## src/rtl/fht_pkg.sv

```systemverilog
// Shared constants for the FHT butterfly write-back path.
package fht_pkg;

  localparam int D_BIT_DEF = 17;
  localparam int A_BIT_DEF = 8;
  localparam int BUT_LAT   = 2;

  typedef enum logic {
    HALF0 = 1'b0,
    HALF1 = 1'b1
  } half_e;

endpackage

```

## src/rtl/fht_wb_fifo.sv

```systemverilog
// Small synchronous FIFO holding completed butterfly pairs awaiting write-back.
module fht_wb_fifo #(
  parameter int W     = 8,
  parameter int DEPTH = 4
) (
  input  logic                     iCLK,
  input  logic                     iRESET,
  input  logic                     iPUSH,
  input  logic [W-1:0]             iDATA,
  input  logic                     iPOP,
  output logic [W-1:0]             oHEAD,
  output logic [$clog2(DEPTH):0]   oCOUNT,
  output logic                     oEMPTY
);

  localparam int AW = $clog2(DEPTH);

  logic [W-1:0]  r_mem [DEPTH];
  logic [AW-1:0] r_wrPtr;
  logic [AW-1:0] r_rdPtr;
  logic [AW:0]   r_count;
  logic          w_full;
  logic          w_push;
  logic          w_pop;

  assign w_full = (r_count == (AW+1)'(DEPTH));
  assign oEMPTY = (r_count == '0);
  assign w_push = iPUSH && !w_full;
  assign w_pop  = iPOP && !oEMPTY;
  assign oHEAD  = r_mem[r_rdPtr];
  assign oCOUNT = r_count;

  // Storage needs no reset: only entries covered by r_count are ever read.
  always_ff @(posedge iCLK) begin
    if (w_push) begin
      r_mem[r_wrPtr] <= iDATA;
    end
  end

  always_ff @(posedge iCLK or posedge iRESET) begin
    if (iRESET) begin
      r_wrPtr <= '0;
      r_rdPtr <= '0;
      r_count <= '0;
    end else begin
      if (w_push) begin
        r_wrPtr <= r_wrPtr + AW'(1);
      end
      if (w_pop) begin
        r_rdPtr <= r_rdPtr + AW'(1);
      end
      if (w_push && !w_pop) begin
        r_count <= r_count + (AW+1)'(1);
      end else if (!w_push && w_pop) begin
        r_count <= r_count - (AW+1)'(1);
      end
    end
  end

endmodule

```

## src/rtl/fht_but_wb.sv

```systemverilog
// FHT butterfly write-back: tracks issues through the butterfly latency, buffers
// Y_0/Y_1 pairs and serialises them onto one RAM write port.
module fht_but_wb
  import fht_pkg::*;
#(
  parameter int D_BIT = D_BIT_DEF,
  parameter int A_BIT = A_BIT_DEF,
  parameter int DEPTH = 4
) (
  input  logic                    iCLK,
  input  logic                    iRESET,
  input  logic                    iISSUE,
  input  logic                    iLAST,
  input  logic [A_BIT-1:0]        iADDR_0,
  input  logic [A_BIT-1:0]        iADDR_1,
  output logic                    oREADY,
  input  logic signed [D_BIT-1:0] iY_0,
  input  logic signed [D_BIT-1:0] iY_1,
  output logic                    oWR_EN,
  output logic [A_BIT-1:0]        oWR_ADDR,
  output logic signed [D_BIT-1:0] oWR_DATA,
  input  logic                    iWR_READY,
  output logic                    oBUSY,
  output logic                    oDONE
);

  localparam int EW = 2*A_BIT + 2*D_BIT + 1;
  localparam int NW = $clog2(DEPTH) + 1;
  localparam int CW = $clog2(DEPTH) + 2;

  logic [BUT_LAT-1:0] r_pv;
  logic [BUT_LAT-1:0] r_pLast;
  logic [A_BIT-1:0]   r_pAddr0 [BUT_LAT];
  logic [A_BIT-1:0]   r_pAddr1 [BUT_LAT];
  half_e              r_state;
  logic               r_done;

  logic               w_accept;
  logic [CW-1:0]      w_credit;
  logic [EW-1:0]      w_pushData;
  logic [EW-1:0]      w_head;
  logic [NW-1:0]      w_count;
  logic               w_empty;
  logic               w_pop;
  logic               w_headLast;
  logic [A_BIT-1:0]   w_headAddr0;
  logic [A_BIT-1:0]   w_headAddr1;
  logic [D_BIT-1:0]   w_headY0;
  logic [D_BIT-1:0]   w_headY1;

  // Credit counts buffered pairs plus everything still inside the butterfly.
  always_comb begin
    w_credit = CW'(w_count);
    for (int i = 0; i < BUT_LAT; i++) begin
      w_credit = w_credit + CW'(r_pv[i]);
    end
  end

  assign oREADY   = (w_credit < CW'(DEPTH));
  assign w_accept = iISSUE && oREADY;

  always_ff @(posedge iCLK or posedge iRESET) begin
    if (iRESET) begin
      r_pv    <= '0;
      r_pLast <= '0;
      for (int i = 0; i < BUT_LAT; i++) begin
        r_pAddr0[i] <= '0;
        r_pAddr1[i] <= '0;
      end
    end else begin
      r_pv[0]     <= w_accept;
      r_pLast[0]  <= iLAST;
      r_pAddr0[0] <= iADDR_0;
      r_pAddr1[0] <= iADDR_1;
      for (int i = 1; i < BUT_LAT; i++) begin
        r_pv[i]     <= r_pv[i-1];
        r_pLast[i]  <= r_pLast[i-1];
        r_pAddr0[i] <= r_pAddr0[i-1];
        r_pAddr1[i] <= r_pAddr1[i-1];
      end
    end
  end

  assign w_pushData = {r_pLast[BUT_LAT-1], r_pAddr0[BUT_LAT-1], r_pAddr1[BUT_LAT-1], iY_0, iY_1};

  fht_wb_fifo #(
    .W     (EW),
    .DEPTH (DEPTH)
  ) u_fifo (
    .iCLK   (iCLK),
    .iRESET (iRESET),
    .iPUSH  (r_pv[BUT_LAT-1]),
    .iDATA  (w_pushData),
    .iPOP   (w_pop),
    .oHEAD  (w_head),
    .oCOUNT (w_count),
    .oEMPTY (w_empty)
  );

  assign w_headLast  = w_head[EW-1];
  assign w_headAddr0 = w_head[EW-2 -: A_BIT];
  assign w_headAddr1 = w_head[EW-2-A_BIT -: A_BIT];
  assign w_headY0    = w_head[2*D_BIT-1 -: D_BIT];
  assign w_headY1    = w_head[D_BIT-1:0];

  assign oWR_EN = !w_empty;
  assign w_pop  = (r_state == HALF1) && iWR_READY;

  always_ff @(posedge iCLK or posedge iRESET) begin
    if (iRESET) begin
      r_state <= HALF0;
      r_done  <= 1'b0;
    end else begin
      r_done <= 1'b0;
      case (r_state)
        HALF0: begin
          if (oWR_EN && iWR_READY) begin
            r_state <= HALF1;
          end
        end
        HALF1: begin
          if (iWR_READY) begin
            r_state <= HALF0;
            r_done  <= w_headLast;
          end
        end
        default: r_state <= HALF0;
      endcase
    end
  end

  always_comb begin
    oWR_ADDR = '0;
    oWR_DATA = '0;
    if (!w_empty) begin
      if (r_state == HALF0) begin
        oWR_ADDR = w_headAddr0;
        oWR_DATA = w_headY0;
      end else begin
        oWR_ADDR = w_headAddr1;
        oWR_DATA = w_headY1;
      end
    end
  end

  assign oBUSY = (|r_pv) || (w_count != '0);
  assign oDONE = r_done;

endmodule

```

## config.mk

```make
export PLATFORM = sky130hd
export DESIGN_NAME = fht_but_wb
export DESIGN_NICKNAME = d
export VERILOG_FILES = /design/src/rtl/fht_pkg.sv /design/src/rtl/fht_wb_fifo.sv /design/src/rtl/fht_but_wb.sv
export SDC_FILE = /design/constraint.sdc
export NUM_CORES = 1
export LEC_CHECK = 0
export CORE_MARGIN = 8
export CORE_UTILIZATION = 30
export DETAILED_ROUTE_END_ITERATION = 10
export GPL_TIMING_DRIVEN = 0
export PLACE_DENSITY = 0.47
export SYNTH_ARGS = -nofsm -noshare
export SYNTH_HDL_FRONTEND = slang
export SYNTH_SLANG_ARGS = --single-unit
```

## constraint.sdc

```tcl
create_clock -name iCLK -period 4.05 [get_ports iCLK]
set_input_delay 0.6075 -clock iCLK [delete_from_list [all_inputs] [get_ports iCLK]]
set_output_delay 0.6075 -clock iCLK [all_outputs]
set_load 0.01 [all_outputs]
```

==> flow_summary_export.csv <==
group,metric,value,unit
run_status,status,"complete, no violations",
worst_setup_path,setup.worst_path.start,"u_fifo.r_rdPtr[1]",
floorplanning,dieWidth,190,um
finish,combAreaFraction,0.146,
logic_synthesis,synth-main-ff-cell,"sky130_fd_sc_hd__edfxtp_1",
finish,final_common_cell,"sky130_fd_sc_hd__edfxtp_1",
placement,weighted_congestion_reported_at_the_end_of_routability_driven_placement,0.678,
finish,share_of_final_layout_cell_area_taken_by_clock_buffers_and_inverters,0.0843,
grt,antenna_found_initial,1,
floorplanning,chip_area,36000,sq um
logic_synthesis,synth-edff-count,204,
worst_setup_path,critPathMaxFanout,10,
drt,vias,4088,
logic_synthesis,top_cells_by_count,"sky130_fd_sc_hd__edfxtp_1 (204), sky130_fd_sc_hd__mux4_2 (51), sky130_fd_sc_hd__dfrtp_1 (45), sky130_fd_sc_hd__a22o_1 (25), sky130_fd_sc_hd__ha_1 (6)",
worst_setup_path,worst-endpoint-arrival,2.83,ns
power_and_ir_drop,static-leakage-power,3.85,nW
drt,drc,0,
timing,max_slew.worst_pin.slew,0.852,ns
clock_network,cts_buffers,27,
power_and_ir_drop,power.total,8.25,mW
timing,final.setup.worst_slack,0.613,ns
clock_network,cts_htree_levels,1,
timing,timing.fmax,291,MHz
logic_synthesis,largest_family_of_logic_cells_by_area,"multiplexers",
finish,finish.cell_count_without_fillers,907,
worst_setup_path,reg2regPathDepth,9,
finish,top_area_cell_class,"sequential cells",
timing,setup_viol_count_final,0,
finish,fillers,2650,
finish,n_all_inverters,4,
logic_synthesis,main_area_contributors,"sky130_fd_sc_hd__edfxtp_1 (68%), sky130_fd_sc_hd__mux4_2 (13%), sky130_fd_sc_hd__dfrtp_1 (12%)",
floorplanning,initial_utilization,0.305,
logic_synthesis,ys_sh_adder,0.0105,
clock_network,count_of_instances_resized_after_the_clock_tree_is_built,0,
clock_network,cts_root_buf,"sky130_fd_sc_hd__clkbuf_16",
finish,n_clock_buffer,37,
finish,share_of_post_route_cells_with_drive_strength_above_1,0.225,
logic_synthesis,synth.cellmix.compoundShare,0.0264,
drt,wl_per_cell,20.4,um
logic_synthesis,ys_sh_xor,0.00580,
logic_synthesis,yosys.cell_types.count,28,
finish,layout.comb_gates.multi_input,110,
placement,inst_count_dp,856,
job,log.warning_count,29,
grt,grt_first_pass_wirelength,28300,um
worst_hold_path,timing.hold.worst.class,"in2async",
worst_setup_path,timing.setup.critical_path_class,"reg2out",
logic_synthesis,synth_area_per_cell,23.7,sq um
worst_setup_path,slowest_library_cell_on_the_worst_path,"sky130_fd_sc_hd__clkbuf_1",
timing,final.hold.worst_slack,0.293,ns
logic_synthesis,synth.most_common_cell,"sky130_fd_sc_hd__edfxtp_1",
logic_synthesis,largest_area_cell,"sky130_fd_sc_hd__edfxtp_1",
drt,dr.first_iter.drc_count,164,
grt,grt_max_degree,52,
logic_synthesis,yosys.area.top_type_share,0.676,
clock_network,cts_tree,"yes",
drt,antenna_violating_nets_post_route,0,
power_and_ir_drop,netSwitchingPower,2.23,mW
worst_setup_path,timing.rr.end,"u_fifo.oCOUNT[2]",
logic_synthesis,ys_cells,382,
job,max_cap_violations,0,
drt,routed.top_layer,"met4",
logic_synthesis,fp_nets,444,
placement,post-place-ws,1.12,ns
finish,largest-register,"u_fifo.r_mem",
power_and_ir_drop,power.share.sequential,0.398,
worst_setup_path,cp_num_cells,5,
clock_network,path_clk_slew,0.06,ns
power_and_ir_drop,power_frac_clock,0.309,
worst_setup_path,worstPathRequired,3.44,ns
power_and_ir_drop,pwr.group.combinational,2.42,mW
logic_synthesis,mux_cell_area_share_after_synthesis,0.130,
power_and_ir_drop,pwr_density_cell,725,nW/um^2
placement,detailed_place.area,10400,sq um
timing,timing.final.crit_share,0.849,
timing,hold_viol_final,0,
finish,sequential_cell_area,7250,sq um
placement,hpwl,11000,um
grt,grt_use_met2,0.180,
finish,diodes,1,
finish,mostFrequentLayoutCells,"sky130_fd_sc_hd__edfxtp_1 (204), sky130_fd_sc_hd__clkdlybuf4s50_1 (83), sky130_fd_sc_hd__mux4_2 (51)",
logic_synthesis,ys_sh_simple,0.00966,
power_and_ir_drop,pwr.group.sequential,3.28,mW
worst_setup_path,critPathMaxStageDelay,0.61,ns
power_and_ir_drop,swShare,0.270,
drt,viasPerCell,4.51,
power_and_ir_drop,worst_ir_drop_vdd,0.311,mV
finish,logic_area,1670,sq um
finish,largest_register_ffs,204,
power_and_ir_drop,combPwrFrac,0.293,
finish,flow.area_growth_from_synthesis,25.5,%
logic_synthesis,postSynthCellCount,382,
logic_synthesis,asyncSetResetFlopFracSynth,0.181,
power_and_ir_drop,power.internal,6.02,mW
drt,wl_met1,7810,um
clock_network,cts_sinks,249,
logic_synthesis,postSynthRegisterBits,249,
logic_synthesis,synth-seq-area-share,0.800,
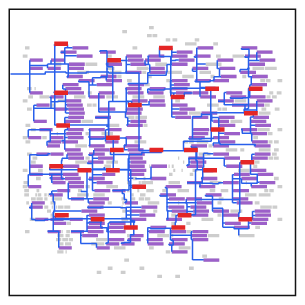
*Clock network drawn from the DEF*
Drawn at 1.5 px/um.
purple -> flip-flops  # count 249
red -> clock drivers  # count 27
blue -> clock wires  # length 2,920 um
routed clock nets = 28
clock group total power: 2.55 mW
clock network latency to the later pin of the worst-skew pair: 0.52 ns
clock tree skew after final layout: 0.00910 ns

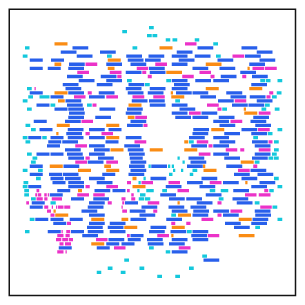
*Cells coloured by class*
Drawn at 1.5 px/um.
cyan -> remaining buffers and delay cells  # cells 103
blue -> sequential cells  # cells 249
magenta -> combinational and other logic  # cells 114
orange -> clock drivers and dummy loads  # cells 50
core area: 29,700 sq um
share of the final layout cell area in sequential cells: 0.637
final design instance area without fill: 11,400 sq um
cell row count: 63
post-route core utilization: 0.383

Power and IR drop assume default switching activity.
